`config.mk`:
```
export PLATFORM = sky130hd
export DESIGN_NAME = key_rx
export DESIGN_NICKNAME = d
export VERILOG_FILES = /design/src/rtl/key_rx.sv
export SDC_FILE = /design/constraint.sdc
export NUM_CORES = 1
export LEC_CHECK = 0
export ABC_CLOCK_PERIOD_IN_PS = 2300
export CORE_MARGIN = 2
export CORE_UTILIZATION = 55
export DETAILED_ROUTE_END_ITERATION = 16
export GPL_TIMING_DRIVEN = 1
export HOLD_SLACK_MARGIN = 0.05
export PLACE_DENSITY = 0.8
export SKIP_LAST_GASP = 1
export SLEW_MARGIN = 5
export SYNTH_ARGS = -nofsm -noshare
export SYNTH_HDL_FRONTEND = slang
export SYNTH_SLANG_ARGS = --single-unit
```
`constraint.sdc`:
```
create_clock -name clk -period 2.3 [get_ports clk]
set_input_delay 0.23 -clock clk [delete_from_list [all_inputs] [get_ports clk]]
set_output_delay 0.23 -clock clk [all_outputs]
set_load 0.05 [all_outputs]
```
`src/rtl/key_rx.sv`:
```
// PS/2 keyboard receiver: decodes 11-bit frames, folds E0/F0 prefixes into a one-cycle key event word.
// Build option: define KEY_RX_BREAK_REPORT_EN to report break (key release) events as well as makes.
module key_rx #(
    parameter int TIMEOUT_CYC = 20000
) (
    input  logic        clk,
    input  logic        rst_n,
    input  logic        ps2_clk,
    input  logic        ps2_data,
    output logic [31:0] keyboard,
    output logic        frame_err
);

    localparam int CNT_W = $clog2(TIMEOUT_CYC + 1);

    localparam logic [1:0] S_IDLE   = 2'd0;
    localparam logic [1:0] S_DATA   = 2'd1;
    localparam logic [1:0] S_PARITY = 2'd2;
    localparam logic [1:0] S_STOP   = 2'd3;

    logic             ps2_clk_s1_q, ps2_clk_s2_q, ps2_clk_prev_q;
    logic             ps2_data_s1_q, ps2_data_s2_q;

    logic [1:0]       state_q, state_d;
    logic [2:0]       bit_cnt_q, bit_cnt_d;
    logic [7:0]       shift_q, shift_d;
    logic             parity_ok_q, parity_ok_d;
    logic             ext_q, ext_d;
    logic             brk_q, brk_d;
    logic [CNT_W-1:0] tmo_q, tmo_d;
    logic [31:0]      keyboard_q, keyboard_d;
    logic             frame_err_q, frame_err_d;

    logic             fall;
    logic             bit_s;
    logic [CNT_W-1:0] tmo_inc;

    // Synchronizers idle high so an undriven (pulled-up) bus never looks like an edge after reset.
    always_ff @(posedge clk or negedge rst_n) begin
        if (!rst_n) begin
            ps2_clk_s1_q   <= 1'b1;
            ps2_clk_s2_q   <= 1'b1;
            ps2_clk_prev_q <= 1'b1;
            ps2_data_s1_q  <= 1'b1;
            ps2_data_s2_q  <= 1'b1;
        end else begin
            // NOTE: non-blocking assignments here so every flop samples the pre-edge value of its source.
            ps2_clk_s1_q   <= ps2_clk;
            ps2_clk_s2_q   <= ps2_clk_s1_q;
            ps2_clk_prev_q <= ps2_clk_s2_q;
            ps2_data_s1_q  <= ps2_data;
            ps2_data_s2_q  <= ps2_data_s1_q;
        end
    end

    assign fall    = ps2_clk_prev_q & ~ps2_clk_s2_q;
    assign bit_s   = ps2_data_s2_q;
    assign tmo_inc = tmo_q + CNT_W'(1);

    always_comb begin
        // NOTE: every next-state signal gets a default first, otherwise untaken branches infer latches.
        state_d     = state_q;
        bit_cnt_d   = bit_cnt_q;
        shift_d     = shift_q;
        parity_ok_d = parity_ok_q;
        ext_d       = ext_q;
        brk_d       = brk_q;
        tmo_d       = tmo_q;
        keyboard_d  = '0;
        frame_err_d = 1'b0;

        if (fall) begin
            // An edge always wins over a simultaneous timeout.
            tmo_d = '0;
            case (state_q)
                S_IDLE: begin
                    if (!bit_s) begin
                        state_d   = S_DATA;
                        bit_cnt_d = '0;
                    end else begin
                        frame_err_d = 1'b1;
                    end
                end
                S_DATA: begin
                    shift_d   = {bit_s, shift_q[7:1]};
                    bit_cnt_d = bit_cnt_q + 3'd1;
                    if (bit_cnt_q == 3'd7) state_d = S_PARITY;
                end
                S_PARITY: begin
                    parity_ok_d = ^{shift_q, bit_s};
                    state_d     = S_STOP;
                end
                default: begin
                    state_d = S_IDLE;
                    if (parity_ok_q && bit_s) begin
                        if (shift_q == 8'hE0) begin
                            ext_d = 1'b1;
                        end else if (shift_q == 8'hF0) begin
                            brk_d = 1'b1;
                        end else begin
                            ext_d = 1'b0;
                            brk_d = 1'b0;
`ifdef KEY_RX_BREAK_REPORT_EN
                            keyboard_d = {22'b0, brk_q, ext_q, shift_q};
`else
                            if (!brk_q) keyboard_d = {22'b0, 1'b0, ext_q, shift_q};
`endif
                        end
                    end else begin
                        frame_err_d = 1'b1;
                        ext_d       = 1'b0;
                        brk_d       = 1'b0;
                    end
                end
            endcase
        end else if (state_q != S_IDLE) begin
            if (tmo_inc == CNT_W'(TIMEOUT_CYC)) begin
                state_d     = S_IDLE;
                frame_err_d = 1'b1;
                ext_d       = 1'b0;
                brk_d       = 1'b0;
                bit_cnt_d   = '0;
                tmo_d       = '0;
            end else begin
                tmo_d = tmo_inc;
            end
        end
    end

    always_ff @(posedge clk or negedge rst_n) begin
        if (!rst_n) begin
            state_q     <= S_IDLE;
            bit_cnt_q   <= '0;
            shift_q     <= '0;
            parity_ok_q <= 1'b0;
            ext_q       <= 1'b0;
            brk_q       <= 1'b0;
            tmo_q       <= '0;
            keyboard_q  <= '0;
            frame_err_q <= 1'b0;
        end else begin
            state_q     <= state_d;
            bit_cnt_q   <= bit_cnt_d;
            shift_q     <= shift_d;
            parity_ok_q <= parity_ok_d;
            ext_q       <= ext_d;
            brk_q       <= brk_d;
            tmo_q       <= tmo_d;
            keyboard_q  <= keyboard_d;
            frame_err_q <= frame_err_d;
        end
    end

    assign keyboard  = keyboard_q;
    assign frame_err = frame_err_q;

endmodule

```
### Routing congestion map

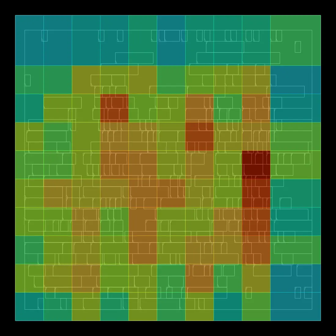
All-Layer GR Usage: 0.1961
grt met2 use: 0.3383
Routed wire per std cell: 13.25 um
M3 GR Usage: 0.04743

### A small window of the routed layout

Region (46, 9) to (66, 29) um. Cells in gray, sequential cells in the stronger gray; small squares are vias.
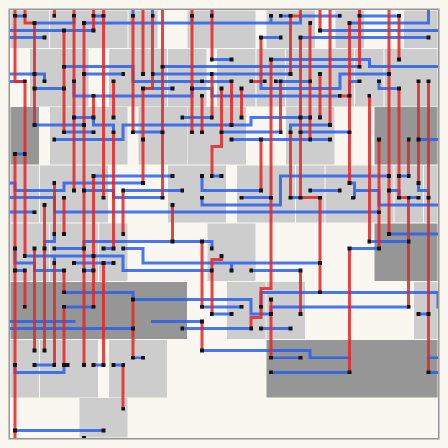
color	layer
red	M2
blue	M1
netlist names of flops here include	tmo_q (2)
sequential cells in the window	2
most frequent	nand2_1 (4), nor2_1 (3)
cells with their middle in the window	36

==> results.yml <==
# physical design summary
logic_synthesis:
  ys_sh_aoi: 0.1343
  synth_seq_share: 0.4253
  synth_warnings: 0
  ys_top_cells_by_area: "dfrtp_1 38%, buf_4 6.6%, dfstp_2 4.8%"
  yosysUniqueCellTypes: 60
  synth.cellmix.simpleShare: 0.2092
  top_area_frac: 0.3770
  synth_top_cell_by_area: "dfrtp_1"
  async_flop_share: 1.000
  adder_share: 0.03218
  ys_cells: 269
  mux_share: 0.03264
  yosysChipArea_um2: 2721
  synth_cells: 269
  ys_top_logic_family: "simple AND/OR/NAND/NOR gates"
  ys_sh_xor: 0.05471
  syn_area_per_cell_um2: 10.12
  edf_count: 0
  synth_flops: 46
timing:
  slew_violations: 0
  period_needed_ns: 2.205
  slew_headroom: 0.6435
  hold_viol: 0
  hold_slack_ns: 0.3261
  tightest_slew_ns: 0.5347
  fin_skew_ns: 0.006494
  grt_setup_unrepaired: "true"
  period_used_share: 0.9588
clock_network:
  cts_buffer_depth: 2
  clk_pin_slew_ns: 0.09
  clock_latency_ns: 0.30
  cts_buffers: 5
  root_buffer: "clkbuf_8"
  cts_tree: "done"
  clock-sinks: 46
  htreeDepth: 2
worst_hold_path:
  min_path_type: "input port to flip-flop"
  hold_path_depth: 1
  min_to: "ps2_clk_s1_q"
global_route:
  grt_pass1_wl_mm: 8.397
  grt-busiest-layer: "met2"
  grt_pass1_vias: 1831
  met1_usage: 0.2518
  antenna_found_initial: 0
setup_path:
  slowest_delay_ns: 0.53
  cp.required_ns: 2.49
  start_kind: "flip-flop"
  path_cells: "ha_1 > nand2_1 > or4_4 > a21oi_4 > o211ai_4 > or2_1 > o31a_1"
  crit_arrival_ns: 2.39
  critPathKind: "flip-flop to flip-flop"
  reg2reg_depth: 7
  reg2reg_slack_ns: 0.09
  crit_buf_inv: 0
  reg2reg_to: "bit_cnt_q[0]"
  cpMaxStageDelayCell: "or4_4"
  r2r_start: "tmo_q[0]"
  cp_max_fo: 7
drt:
  drc: 0
  wirelength_mm: 4.745
  vias_per_cell: 5.338
  via_count: 1911
  first_pass_iters: 4
  drtIter0Drc: 107
  postRouteAntennaNets: 0
placement:
  port-buffer-count: 13
  post-place-cells: 348
  gp_congestion: 0.8767
  post-dp-hpwl_mm: 3.546
die:
  fp.coreArea_um2: 4755
  fp-utilization: 0.5724
  row_count: 25
  chipArea_um2: 5526
outcome:
  status: "finished clean"
run:
  warnings: 30
  drv_cap: 0
finish:
  finalNonFillerCells: 358
  syn2layout_area_growth_pct: 8.598
  final_nets: 301
  lay_top_count: "dfrtp_1"
  fill_cells: 411
  drive_gt1_frac: 0.1856
  combGateArea_um2: 1346
power:
  powerDensity_nw_per_um2: 900.2
  p_leak_uw: 0.001254
  vdd_drop_max_mv: 0.6516
  power_uw: 2660
### Sequential cells colored by netlist name

Drawn at 6 px/um.
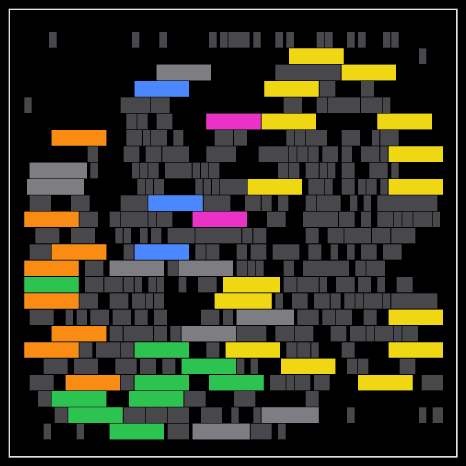
color	signal	placed flops
magenta	state_q	2
yellow	tmo_q	15
blue	bit_cnt_q	3
green	keyboard	9
orange	shift_q	8
final core occ: 0.6216
P_seq: 1160 uW

-- worst max-delay path by stage --
| stage | from | to | cells past startpoint |
|---|---|---|---|
| 2_1_floorplan | tmo_q[0] | bit_cnt_q[0] | 7 |
| 3_3_place_gp | tmo_q[0] | bit_cnt_q[2] | 7 |
| 3_5_place_dp | tmo_q[0] | bit_cnt_q[1] | 7 |
| 4_1_cts | tmo_q[0] | bit_cnt_q[1] | 7 |
| 5_1_grt | tmo_q[0] | ext_q | 7 |
| 6_report | tmo_q[0] | bit_cnt_q[0] | 7 |
-- metal layers --
| layer | up-vias | routed length [um] |
|---|---|---|
| met4 | 0 | 48 |
| met2 | 33 | 2468 |
| met1 | 941 | 2042 |
| met3 | 5 | 186 |
| met5 | - | 0 |
| li1 | 932 | - |
-- cells in the mapped netlist, drive strengths merged, types with 5 or more instances --
master / instances
and2: 10
inv: 8
o21ai: 11
a21oi: 17
nor4: 5
nand3: 10
nor2: 17
nor3: 6
xnor2: 13
ha: 7
dfrtp: 41
nand2: 26
dfstp: 5
buf: 31
mux2: 7
-- area by class of cell --
class / count / share of cell area
Sequential cell: 46 / 0.3925
Multi-Input combinational cell: 203 / 0.4555
Tap cell: 67 / 0.02837
Clock inverter: 2 / 0.01270
Timing Repair Buffer: 26 / 0.07621
Clock buffer: 6 / 0.02456
Inverter: 8 / 0.01016
-- stage by stage --
step	setup slack [ns]	cell area, um2	setup TNS, ns
floorplan	0.1438	2804	0
global placement	0.1134	2825	0
detailed placement	0.03661	2825	0
CTS	0.01378	2945	0
global route	-0.03215	2955	-0.06892
finish	0.09468	2955	0
-- power by group --
| part | internal [uW] | switching, uW |
|---|---|---|
| Clock | 324 | 271 |
| Combinational | 411 | 494 |
| Sequential | 976 | 185 |
-- state kept, by name, summed over array words and instances (netlist names) --
name            count
bit_cnt_q           3
bit_s               1
brk_q               1
ext_q               1
frame_err           1
keyboard            9
parity_ok_q         1
ps2_clk_prev_q      1
ps2_clk_s1_q        1
ps2_clk_s2_q        1
ps2_data_s1_q       1
shift_q             8
state_q             2
tmo_q              15
-- cells by family after synthesis --
kind of cell | after synthesis
muxes | 8
adders and majority gates | 7
DFF | 46
buffers and inverters | 42
other | 1
AOI/OAI and AO/OA | 49
xor gates and xnor gates | 17
and+or+nand+nor | 99
-- timing repair --
action	CTS	global route
setup endpoints to repair	0	9
hold buffers	1	0
setup buffers	0	1
gates resized	0	2
hold endpoints to repair	16	0
Power figures rest on the tool's default switching activity, not on a simulated workload.
